**config.mk**
```make
export PLATFORM = sky130hd
export DESIGN_NAME = io_port_bridge
export DESIGN_NICKNAME = d
export VERILOG_FILES = /design/src/rtl/io_port_bridge.sv
export SDC_FILE = /design/constraint.sdc
export NUM_CORES = 1
export LEC_CHECK = 0
export ABC_AREA = 1
export CORE_MARGIN = 1.5
export CORE_UTILIZATION = 25
export DETAILED_ROUTE_END_ITERATION = 10
export PLACE_DENSITY = 0.43
export REMOVE_ABC_BUFFERS = 1
export SLEW_MARGIN = 20
export SYNTH_ARGS = -nofsm -noshare
export SYNTH_HDL_FRONTEND = slang
export SYNTH_HIERARCHICAL = 1
export SYNTH_SLANG_ARGS = --single-unit
```
**constraint.sdc**
```tcl
create_clock -name clk -period 3.65 [get_ports clk]
set_input_delay 0.365 -clock clk [delete_from_list [all_inputs] [get_ports clk]]
set_output_delay 0.365 -clock clk [all_outputs]
set_load 0.005 [all_outputs]
```
**src/rtl/io_port_bridge.sv**
```systemverilog
// Purpose: device-side bridge for the CPU 8-bit I/O ports (OUT writes -> TX FIFO, RX FIFO -> IN reads).
// Latency: show-ahead FIFOs, a push at edge N is on the head outputs right after edge N; reads are zero-latency.
// Backpressure: tx_valid/tx_ready toward the consumer, rx_ready = RX not full toward the producer; TX overflow drops the byte.

module io_port_bridge_fifo #(
    parameter int WIDTH = 8,
    parameter int DEPTH = 4
) (
    input  logic             clk,
    input  logic             rst,
    input  logic             i_push,
    input  logic [WIDTH-1:0] i_push_dat,
    input  logic             i_pop,
    output logic [WIDTH-1:0] o_head_dat,
    output logic             o_empty,
    output logic             o_full
);
    localparam int AW = $clog2(DEPTH);
    localparam int CW = AW + 1;

    logic [WIDTH-1:0] r_mem [DEPTH];
    logic [AW-1:0]    r_rd_ptr;
    logic [AW-1:0]    r_wr_ptr;
    logic [CW-1:0]    r_count;

    // Storage, pointers and occupancy; caller guarantees push/pop are legal.
    always_ff @(posedge clk or posedge rst) begin
        if (rst) begin
            for (int i = 0; i < DEPTH; i++) begin
                r_mem[i] <= '0;
            end
            r_rd_ptr <= '0;
            r_wr_ptr <= '0;
            r_count  <= '0;
        end else begin
            if (i_push) begin
                r_mem[r_wr_ptr] <= i_push_dat;
                r_wr_ptr        <= r_wr_ptr + 1'b1;
            end
            if (i_pop) begin
                r_rd_ptr <= r_rd_ptr + 1'b1;
            end
            if (i_push && !i_pop) begin
                r_count <= r_count + 1'b1;
            end else if (i_pop && !i_push) begin
                r_count <= r_count - 1'b1;
            end
        end
    end

    assign o_head_dat = r_mem[r_rd_ptr];
    assign o_empty    = (r_count == '0);
    assign o_full     = (r_count == CW'(DEPTH));
endmodule

module io_port_bridge #(
    parameter int WIDTH = 8,
    parameter int DEPTH = 4
) (
    input  logic             clk,
    input  logic             rst,
    input  logic [WIDTH-1:0] cpu_out_data,
    input  logic             cpu_out_we,
    output logic [WIDTH-1:0] cpu_in_data,
    output logic             cpu_in_valid,
    input  logic             cpu_in_rd,
    output logic [WIDTH-1:0] tx_data,
    output logic             tx_valid,
    input  logic             tx_ready,
    input  logic [WIDTH-1:0] rx_data,
    input  logic             rx_valid,
    output logic             rx_ready,
    output logic             tx_full,
    output logic [1:0]       err,
    input  logic             err_clr
);
    logic             w_tx_empty;
    logic             w_tx_full;
    logic             w_tx_push;
    logic             w_tx_pop;
    logic [WIDTH-1:0] w_tx_head;
    logic             w_rx_empty;
    logic             w_rx_full;
    logic             w_rx_push;
    logic             w_rx_pop;
    logic [WIDTH-1:0] w_rx_head;
    logic [1:0]       w_err_new;
    logic [1:0]       r_err;

    // A full TX FIFO still takes a write when the head leaves in the same cycle.
    assign w_tx_pop  = !w_tx_empty && tx_ready;
    assign w_tx_push = cpu_out_we && (!w_tx_full || w_tx_pop);

    // RX readiness comes from the registered count only; no pass-through when full.
    assign w_rx_push = rx_valid && !w_rx_full;
    assign w_rx_pop  = cpu_in_rd && !w_rx_empty;

    io_port_bridge_fifo #(.WIDTH(WIDTH), .DEPTH(DEPTH)) u_tx_fifo (
        .clk        (clk),
        .rst        (rst),
        .i_push     (w_tx_push),
        .i_push_dat (cpu_out_data),
        .i_pop      (w_tx_pop),
        .o_head_dat (w_tx_head),
        .o_empty    (w_tx_empty),
        .o_full     (w_tx_full)
    );

    io_port_bridge_fifo #(.WIDTH(WIDTH), .DEPTH(DEPTH)) u_rx_fifo (
        .clk        (clk),
        .rst        (rst),
        .i_push     (w_rx_push),
        .i_push_dat (rx_data),
        .i_pop      (w_rx_pop),
        .o_head_dat (w_rx_head),
        .o_empty    (w_rx_empty),
        .o_full     (w_rx_full)
    );

    assign w_err_new[0] = cpu_out_we && w_tx_full && !w_tx_pop;
    assign w_err_new[1] = cpu_in_rd && w_rx_empty;

    // Sticky error flags; a new error in the same cycle wins over err_clr.
    always_ff @(posedge clk or posedge rst) begin
        if (rst) begin
            r_err <= 2'b00;
        end else begin
            r_err <= (err_clr ? 2'b00 : r_err) | w_err_new;
        end
    end

    assign tx_data      = w_tx_head;
    assign tx_valid     = !w_tx_empty;
    assign tx_full      = w_tx_full;
    assign cpu_in_data  = w_rx_empty ? '0 : w_rx_head;
    assign cpu_in_valid = !w_rx_empty;
    assign rx_ready     = !w_rx_full;
    assign err          = r_err;
endmodule

```
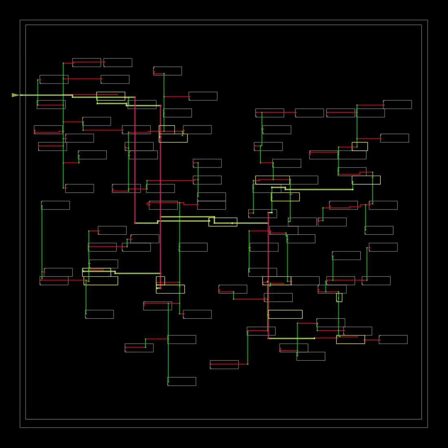
(run_1/clock_nets.png)
Skew-Pair Late Insertion Delay: 0.34 ns
Final Skew: 0.006667 ns
Clock buffer cells: 11

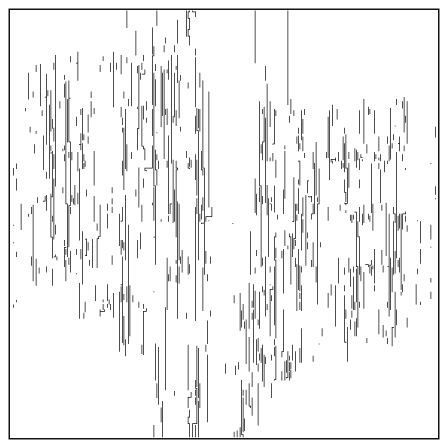
(run_1/m2.png)
- share of all routed wire: 45%
- main direction: vertical
- wire length on this layer: 4,020 µm
- longest straight run: 40.5 µm

==> Slide: Implementation Results, run 1 <==
Physical Implementation Snapshot

Floorplan
  • Pre-Place Util: 25.41%
  • I/O pins: approximately 45
  • Die H: roughly 130 µm
  • Core area: 16,410 µm²
  • # rows: 47
  • Die area: roughly 17,000 µm²
  • Die Width: 132.1 µm

Timing
  • Post-layout period usage of the worst path: 69.61%
  • RSZ-0062 raised after global routing: false
  • Final setup fails: 0
  • Final hold viol count: 0
  • Final number of max-transition violations: 0
  • Setup TNS: 0 ns
  • Worst slew pin tran: between 1 and 1.5 ns
  • Minimum clock period: ~2.5 ns
  • Rel. slew slack: about a third
  • Maximum achievable frequency: a little under 400 MHz
  • Worst setup margin: roughly 1.1 ns

Layout
  • Fin nets: 542
  • Flop area: ~2000 µm²
  • Diodes inserted: 0
  • Filler Cells Inserted: roughly 1,700
  • MI comb area: ~1600 µm²
  • Area Growth Syn to Fin: 21.40%
  • Final Core Density: 30.85%
  • Layout cells sized above 1: 13.28%
  • Commonest Layout Cell: nand2_1
  • Most common logic cells in the final layout: nand2_1, inv_1, dfrtp_1
  • Fin cells: between 700 and 800

Setup path
  • Crit path DRT: ~3.3 ns
  • R2R Setup Slk: ~1.6 ns
  • Critical path arrival: between 2 and 2.5 ns
  • Worst path max stage delay: 0.67 ns
  • FF-to-FF End: u_tx_fifo/r_count[2]
  • Critical path buffers and inverters: 3
  • Critical R2R Launch: u_tx_fifo/r_count[0]
  • Startpoint types: flop
  • Cells on worst reg2reg path: 12
  • Cell class contributing the biggest share of worst-path delay: buffers and inverters
  • Crit Path Category: flop to output port
  • CP cell instances: buf_4 > o211ai_1 > nand2_1 > inv_1 > nor2_1 > clkdlybuf4s50_1
  • Max stage delay cell, worst path: dfrtp_1
  • CP Capture Type: output port
  • Critical path fanouts, max: 18

Global route
  • Total GRT Usage: a little under an eighth
  • Vias in the first global route: between 2,000 and 3,000
  • Global-route wire length before repair: 15,300 µm
  • Antenna violations before repair: 0
  • Pin count of the biggest net entering global routing: around 40
  • Grt ovf: 0

Job
  • Max_cap viols: 0
  • Tool warnings: 31

Logic synthesis
  • Synth warn: 6
  • Yosys cell count: about 470
  • Syn_area_per_cell: around 8.9 µm²
  • Ys flops: 80
  • Synth Cell Area: between 4000 and 5000 µm²
  • Seq share, synth: between 40% and 50%
  • Chip area in the Yosys report: ~4200 µm²
  • Synth Instances: ~470
  • Unique cell types: 20

Drt
  • First-pass DRT Iterations: 4
  • WL/cell: between 10 and 15 µm
  • Via/cell ratio: about 4.0
  • Total number of vias: roughly 3,000
  • Routed Antenna Nets: 0
  • DRC Markers: 0
  • Drt initial violations: 139
  • Final WL: about 8900 µm

Clock tree
  • CTS tree: built
  • Clk sinks: ~80
  • H-tree depth: 3
  • CTS Hold Buffers Added: 0
  • Num CTS Buffers: 9
  • Clk root buf: clkbuf_16
  • Worst-path clk slew: 0.06 ns
  • Post-CTS setup buffers: 0
  • Cts repair resizes: 0
  • Max Buffers Root-to-Sink: 2

Power
  • Worst vdd ir: between 0.3 and 0.4 mV
  • Leakage: about 0.0025 µW
  • Pwr/cell area: ~930 nW/µm²

Placement
  • Dpl ws: 1.363 ns
  • IO Port Bufs: roughly 44
  • Final GP Congestion: 0.7283
  • Detailed placement HPWL: 5835 µm
  • Placed Cells: between 700 and 800

Run status
  • Status: finished clean

Hold path
  • Hold WC Path Type: primary input to asynchronous set/reset pin
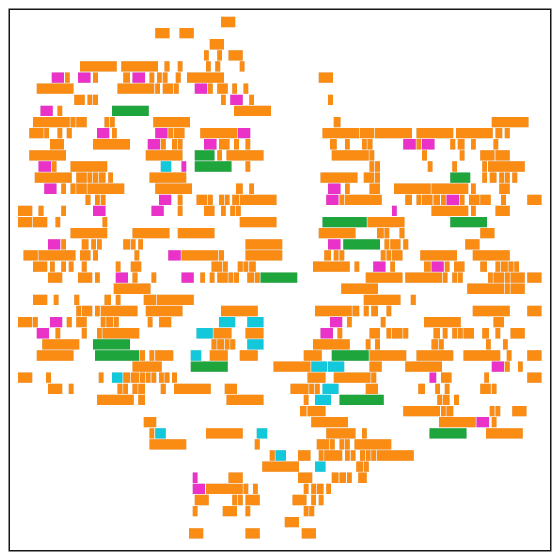
(run_1/sizing.png)
- green: x6 and larger (cells 14; share 2.7%; most used clkbuf_16)
- magenta: x2 (cells 39; share 7.6%; most used o21ai_2)
- cyan: x3 and x4 (cells 15; share 2.9%; most used nand2_4)
- orange: x1 and smaller (cells 444; share 87%; most used nand2_1)

==> run 1: report_power, final <==
group          internal, µW  switching (µW)  total [µW]
clock network           704             365        1070
registers              1300             353        1660
logic                   944            1010        1960
==> run 1: synth_stat cells <==
master      n  share of area [%]
o21ai_2    35                7.4
inv_2       3               0.27
o211ai_1   32                5.8
nand2_4     8                2.2
o21ai_0     2               0.24
ha_1       10                3.0
fa_1        2               0.96
o21ai_1    30                3.6
buf_6      19                5.1
nand4_1     2               0.30
dfrtp_1    80                 48
nor2_1     10               0.90
buf_2       2               0.24
xor2_1      6                1.3
a21oi_1     1               0.12
nand2_1   136                 12
nand3_1     2               0.24
inv_1      81                7.3
nor3_1      4               0.48
xnor2_1     2               0.42
==> run 1: area by class of cell <==
type | instances | area share, %
tap | 220 | 5.439
sequential | 80 | 39.56
multi-input combinational | 282 | 32.16
clock buffer | 11 | 4.994
inverter | 84 | 6.230
clock inverter | 5 | 2.027
timing repair buffer | 50 | 9.592
==> run 1: worst max-delay path by stage <==
stage,start,end,cells after the start
2_1_floorplan,u_tx_fifo/r_count[0],u_tx_fifo/r_count[2],11
3_3_place_gp,tx_ready,u_tx_fifo/r_count[2],11
3_5_place_dp,tx_ready,u_tx_fifo/r_count[2],11
4_1_cts,u_tx_fifo/r_rd_ptr[0],tx_data[5],3
5_1_grt,u_tx_fifo/r_rd_ptr[0],tx_data[5],3
6_report,u_rx_fifo/r_rd_ptr[0],cpu_in_data[3],6
==> run 1: per-layer routing <==
| layer | track usage (%) | vias to the layer above | wire length, µm |
|---|---|---|---|
| met1 | 14.46 | 1351 | 4345 |
| met3 | 3.460 | 11 | 355 |
| met5 | 0 | - | 0 |
| met2 | 17.92 | 49 | 4021 |
| met4 | 4.074 | 0 | 140 |
| li1 | - | 1551 | - |
==> run 1: flip-flops by register name, indices dropped and copies added (netlist names) <==
signal              count
err                     2
u_rx_fifo/r_count       3
u_tx_fifo/r_count       3
u_tx_fifo/r_mem        32
u_tx_fifo/r_wr_ptr      2
u_rx_fifo/r_wr_ptr      2
u_rx_fifo/r_rd_ptr      2
u_tx_fifo/r_rd_ptr      2
u_rx_fifo/r_mem        32
==> run 1: stage by stage <==
step	hold WS [ns]	area, µm²	power, µW
2_1_floorplan	0.1062	3945	2856
3_3_place_gp	0.4654	4706	3611
3_5_place_dp	0.4691	4706	3661
4_1_cts	0.2433	5061	4771
5_1_grt	0.2643	5061	5110
6_report	0.2406	5061	4682
==> run 1: logic make-up (layout without fill, tap and decap cells) <==
group	after synthesis	in the layout	synth area share (%)
AOI/OAI and AO/OA	100	100	17.08
xor gates and xnor gates	8	8	1.681
adders and majority gates	12	12	3.962
buffers and inverters	105	150	12.94
DFF	80	80	48.02
and+or+nand+nor	162	162	16.33
--- run 2 (diff from run 1) ---
--- a/config.mk
+++ b/config.mk
@@ -9,7 +9,7 @@
 export CORE_MARGIN = 1.5
 export CORE_UTILIZATION = 25
 export DETAILED_ROUTE_END_ITERATION = 10
-export PLACE_DENSITY = 0.43
+export PLACE_DENSITY = 0.44
 export REMOVE_ABC_BUFFERS = 1
 export SLEW_MARGIN = 20
 export SYNTH_ARGS = -nofsm -noshare
==> constraint.sdc (replaced) <==
create_clock -name clk -period 2.18 [get_ports clk]
set_input_delay 0.218 -clock clk [delete_from_list [all_inputs] [get_ports clk]]
set_output_delay 0.218 -clock clk [all_outputs]
set_load 0.005 [all_outputs]
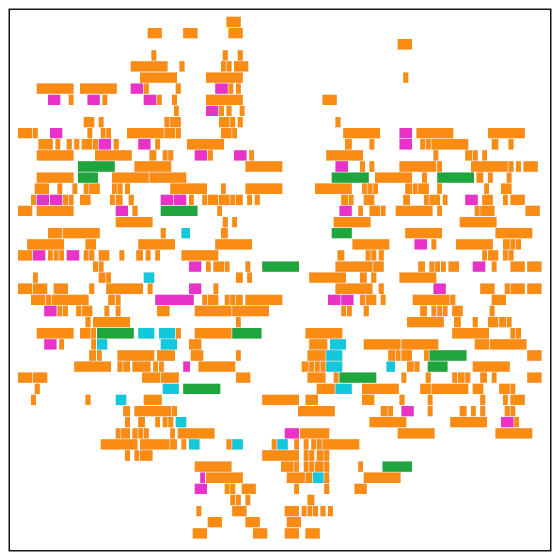
(run_2/sizing.png)
- cyan: x3 and x4 (cells 18; share 3.5%; most used nand2_4)
- orange: x1 and smaller (cells 444; share 86%; most used nand2_1)
- green: x6 and larger (cells 14; share 2.7%; most used clkbuf_16)
- magenta: x2 (cells 39; share 7.6%; most used o21ai_2)

==> run 2 against run 1 <==
  * Combinational power increased by 79%
  * Die size stayed put
  * Clock-buffer cell count is 3 higher
  * Cell count increased by 0.41%
  * Clock power up 36%
  * Area after synthesis stayed put
  * Non-clock buffer count is 3 higher
  * First-iteration DRC count rose by 37%
  * Synthesized cell count stayed put
  * Sequential share of layout area grew 0.10 points
  * Worst setup slack worse by 0.95 ns
==> Slide: Implementation Results, run 2 <==
Physical Implementation Snapshot

Run status
  • Status: finished clean

Global route
  • Grt ovf: 0 (unchanged)
  • Total GRT Usage: 11.10% (-0.17 points)
  • Antenna violations before repair: 0 (unchanged)
  • Vias in the first global route: 3,008 (+0.30%)
  • Global-route wire length before repair: 15,100 µm (-1.3%)
  • Pin count of the biggest net entering global routing: 40 (unchanged)

Placement
  • Detailed placement HPWL: 5715 µm (-2.1%)
  • IO Port Bufs: 44 (unchanged)
  • Dpl ws: 0.2017 ns (-1.161 ns)
  • Final GP Congestion: 0.7085 (-2.7%)

Floorplan
  • I/O pins: 45 (unchanged)
  • Die H: 132.1 µm (unchanged)
  • Die Width: 132.1 µm (unchanged)
  • Core area: 16,410 µm² (unchanged)
  • # rows: 47 (unchanged)
  • Pre-Place Util: 25.41% (unchanged)
  • Die area: 17,460 µm² (unchanged)

Drt
  • Routed Antenna Nets: 0 (unchanged)
  • Drt initial violations: 191 (+37%)
  • DRC Markers: 0 (unchanged)
  • Total number of vias: 3,012 (+1.7%)
  • First-pass DRT Iterations: 4 (unchanged)
  • Final WL: 8777 µm (-0.96%)
  • WL/cell: 11.94 µm (-1.4%)
  • Via/cell ratio: 4.098 (+1.3%)

Layout
  • Fin nets: 545 (+0.55%)
  • Biggest regs: u_rx_fifo/r_mem (32), u_tx_fifo/r_mem (32)
  • Area Growth Syn to Fin: 21.16%
  • Layout cells sized above 1: 13.79% (+0.51 points)
  • Commonest Layout Cell: nand2_1
  • Filler Cells Inserted: 1,736 (+0.17%)
  • Flop area: 2003 µm² (about the same)
  • Most common logic cells in the final layout: nand2_1, inv_1, dfrtp_1
  • Diodes inserted: 0 (unchanged)
  • MI comb area: 1633 µm² (+0.31%)

Clock tree
  • Clk root buf: clkbuf_16
  • CTS Hold Buffers Added: 0 (unchanged)
  • Max Buffers Root-to-Sink: 2 (unchanged)
  • Clk sinks: 80 (unchanged)
  • Skew-Pair Late Insertion Delay: 0.34 ns (about the same)
  • Cts repair resizes: 0 (unchanged)
  • Worst-path clk slew: 0.06 ns (about the same)
  • H-tree depth: 3 (unchanged)
  • Post-CTS setup buffers: 0 (unchanged)
  • CTS tree: built
  • Num CTS Buffers: 9 (unchanged)

Logic synthesis
  • Ys async rst share: 100.0% (unchanged)
  • Yosys top cell by instances: nand2_1
  • Syn_area_per_cell: 8.927 µm² (unchanged)
  • Chip area in the Yosys report: 4169 µm² (unchanged)
  • Most common flop cell mapped by yosys: dfrtp_1
  • Yosys top cell area share: 48.02% (unchanged)
  • Ys flops: 80 (unchanged)
  • Top cells by area: dfrtp_1, nand2_1, o21ai_2, inv_1, o211ai_1
  • Synth Instances: 467 (unchanged)
  • Yosys cell count: 467 (unchanged)
  • Synth warn: 6 (unchanged)
  • Unique cell types: 20 (unchanged)
  • Dominant cell type by area after synthesis: dfrtp_1
  • Seq share, synth: 48.02% (unchanged)
  • Synth Cell Area: 4169 µm² (unchanged)
  • Synth top cells by count: nand2_1, inv_1, dfrtp_1, o21ai_2, o211ai_1
  • Number of enable flip-flop cells: 0 (unchanged)

Timing
  • Worst setup margin: 0.1583 ns (-0.9511 ns)
  • Final Skew: 0.005413 ns (-0.001253 ns)
  • Rel. slew slack: 64.77% (+33 points)
  • Maximum achievable frequency: between 400 and 500 MHz
  • Final setup fails: 0 (unchanged)
  • Final number of max-transition violations: 0 (unchanged)
  • Worst slew pin tran: 0.5284 ns (-0.4894 ns)
  • Final hold viol count: 0 (unchanged)
  • Post-layout period usage of the worst path: between 90% and 100%
  • RSZ-0062 raised after global routing: false
  • Worst hold margin: 0.1130 ns (-0.1276 ns)
  • Minimum clock period: approximately 2.0 ns

Setup path
  • Critical path arrival: 1.80 ns (-0.38 ns)
  • CP Capture Type: output port
  • Crit path DRT: 1.96 ns (-1.32 ns)
  • Critical path fanouts, max: 9 (-9)
  • Startpoint types: flop
  • Crit Path Category: flop to output port

Job
  • Max_cap viols: 0 (unchanged)
  • Tool warnings: 31 (unchanged)

Power
  • Worst vdd ir: 0.5324 mV (+34%)
  • Pwr/cell area: 1506 nW/µm² (+63%)
  • Leakage: 0.002512 µW (-0.33%)

Hold path
  • Hold WC Path Type: primary input to asynchronous set/reset pin
## run 2: power by group
part	switching [µW]	total (µW)	internal, µW
Combinational	1830	3500	1670
Sequential	471	2660	2190
Clock	591	1450	864
## run 2: metal layers
metal	vias to the layer above	part of all wire, %	global-route usage [%]	wire, µm
met2	54	47	18.21	4090
met1	1387	48	13.85	4173
met5	-	0	0	0
met3	10	4.3	3.383	377
li1	1561	-	-	-
met4	0	1.5	3.889	136
## run 2: cell families (layout without fill, tap and decap cells)
| logic type | after synthesis | after routing | share of synthesized area [%] |
|---|---|---|---|
| adder cells (fa/ha/maj) | 12 | 12 | 3.962 |
| AND-OR/OR-AND | 100 | 100 | 17.08 |
| buffers and inverters | 105 | 153 | 12.94 |
| XOR/XNOR | 8 | 8 | 1.681 |
| AND/OR/NAND/NOR | 162 | 162 | 16.33 |
| flip-flops | 80 | 80 | 48.02 |
## run 2: critical path, cell delays in order, from the launching register on
cell	delay, ns
dfrtp_1	0.43
nor3_1	0.27
buf_4	0.24
nor2_1	0.07
clkdlybuf4s50_1	0.45
## run 2: worst paths after layout
kind	slack, ns	endpoint	depth (start not counted)	start
worst max-delay path	0.16	cpu_in_data[3]	4	u_rx_fifo/r_count[0]
worst min-delay path	0.11	err[0]	2	rst
worst max register to register	0.26	u_tx_fifo/r_count[2]	12	u_tx_fifo/r_count[1]
worst min register to register	0.48	u_tx_fifo/r_mem[13]	2	u_tx_fifo/r_mem[13]
max in group asynchronous	1.39	u_rx_fifo/r_rd_ptr[1]	3	rst
min in group clk	0.46	err[1]	3	cpu_in_rd
## run 2: area by class of cell
type                       instances  share of cell area (%)
tap                              220                   5.450
timing repair buffer              53                   10.55
sequential                        80                   39.66
clock inverter                     2                  0.2477
inverter                          84                   6.341
clock buffer                      14                   5.425
multi-input combinational        282                   32.33
## run 2: through the flow
stage / area, µm² / total power, µW / setup TNS [ns] / util (%) / std cells
floorplan: 3945 / 4782 / -0.5190 / - / 446
global placement: 4753 / 6151 / 0 / 28.97 / 719
detailed placement: 4753 / 6215 / 0 / 28.97 / 719
CTS: 5040 / 7732 / 0 / 30.72 / 735
global route: 5051 / 8350 / 0 / 30.79 / 735
finish: 5051 / 7606 / 0 / 30.79 / 735
Power and IR drop assume default switching activity.
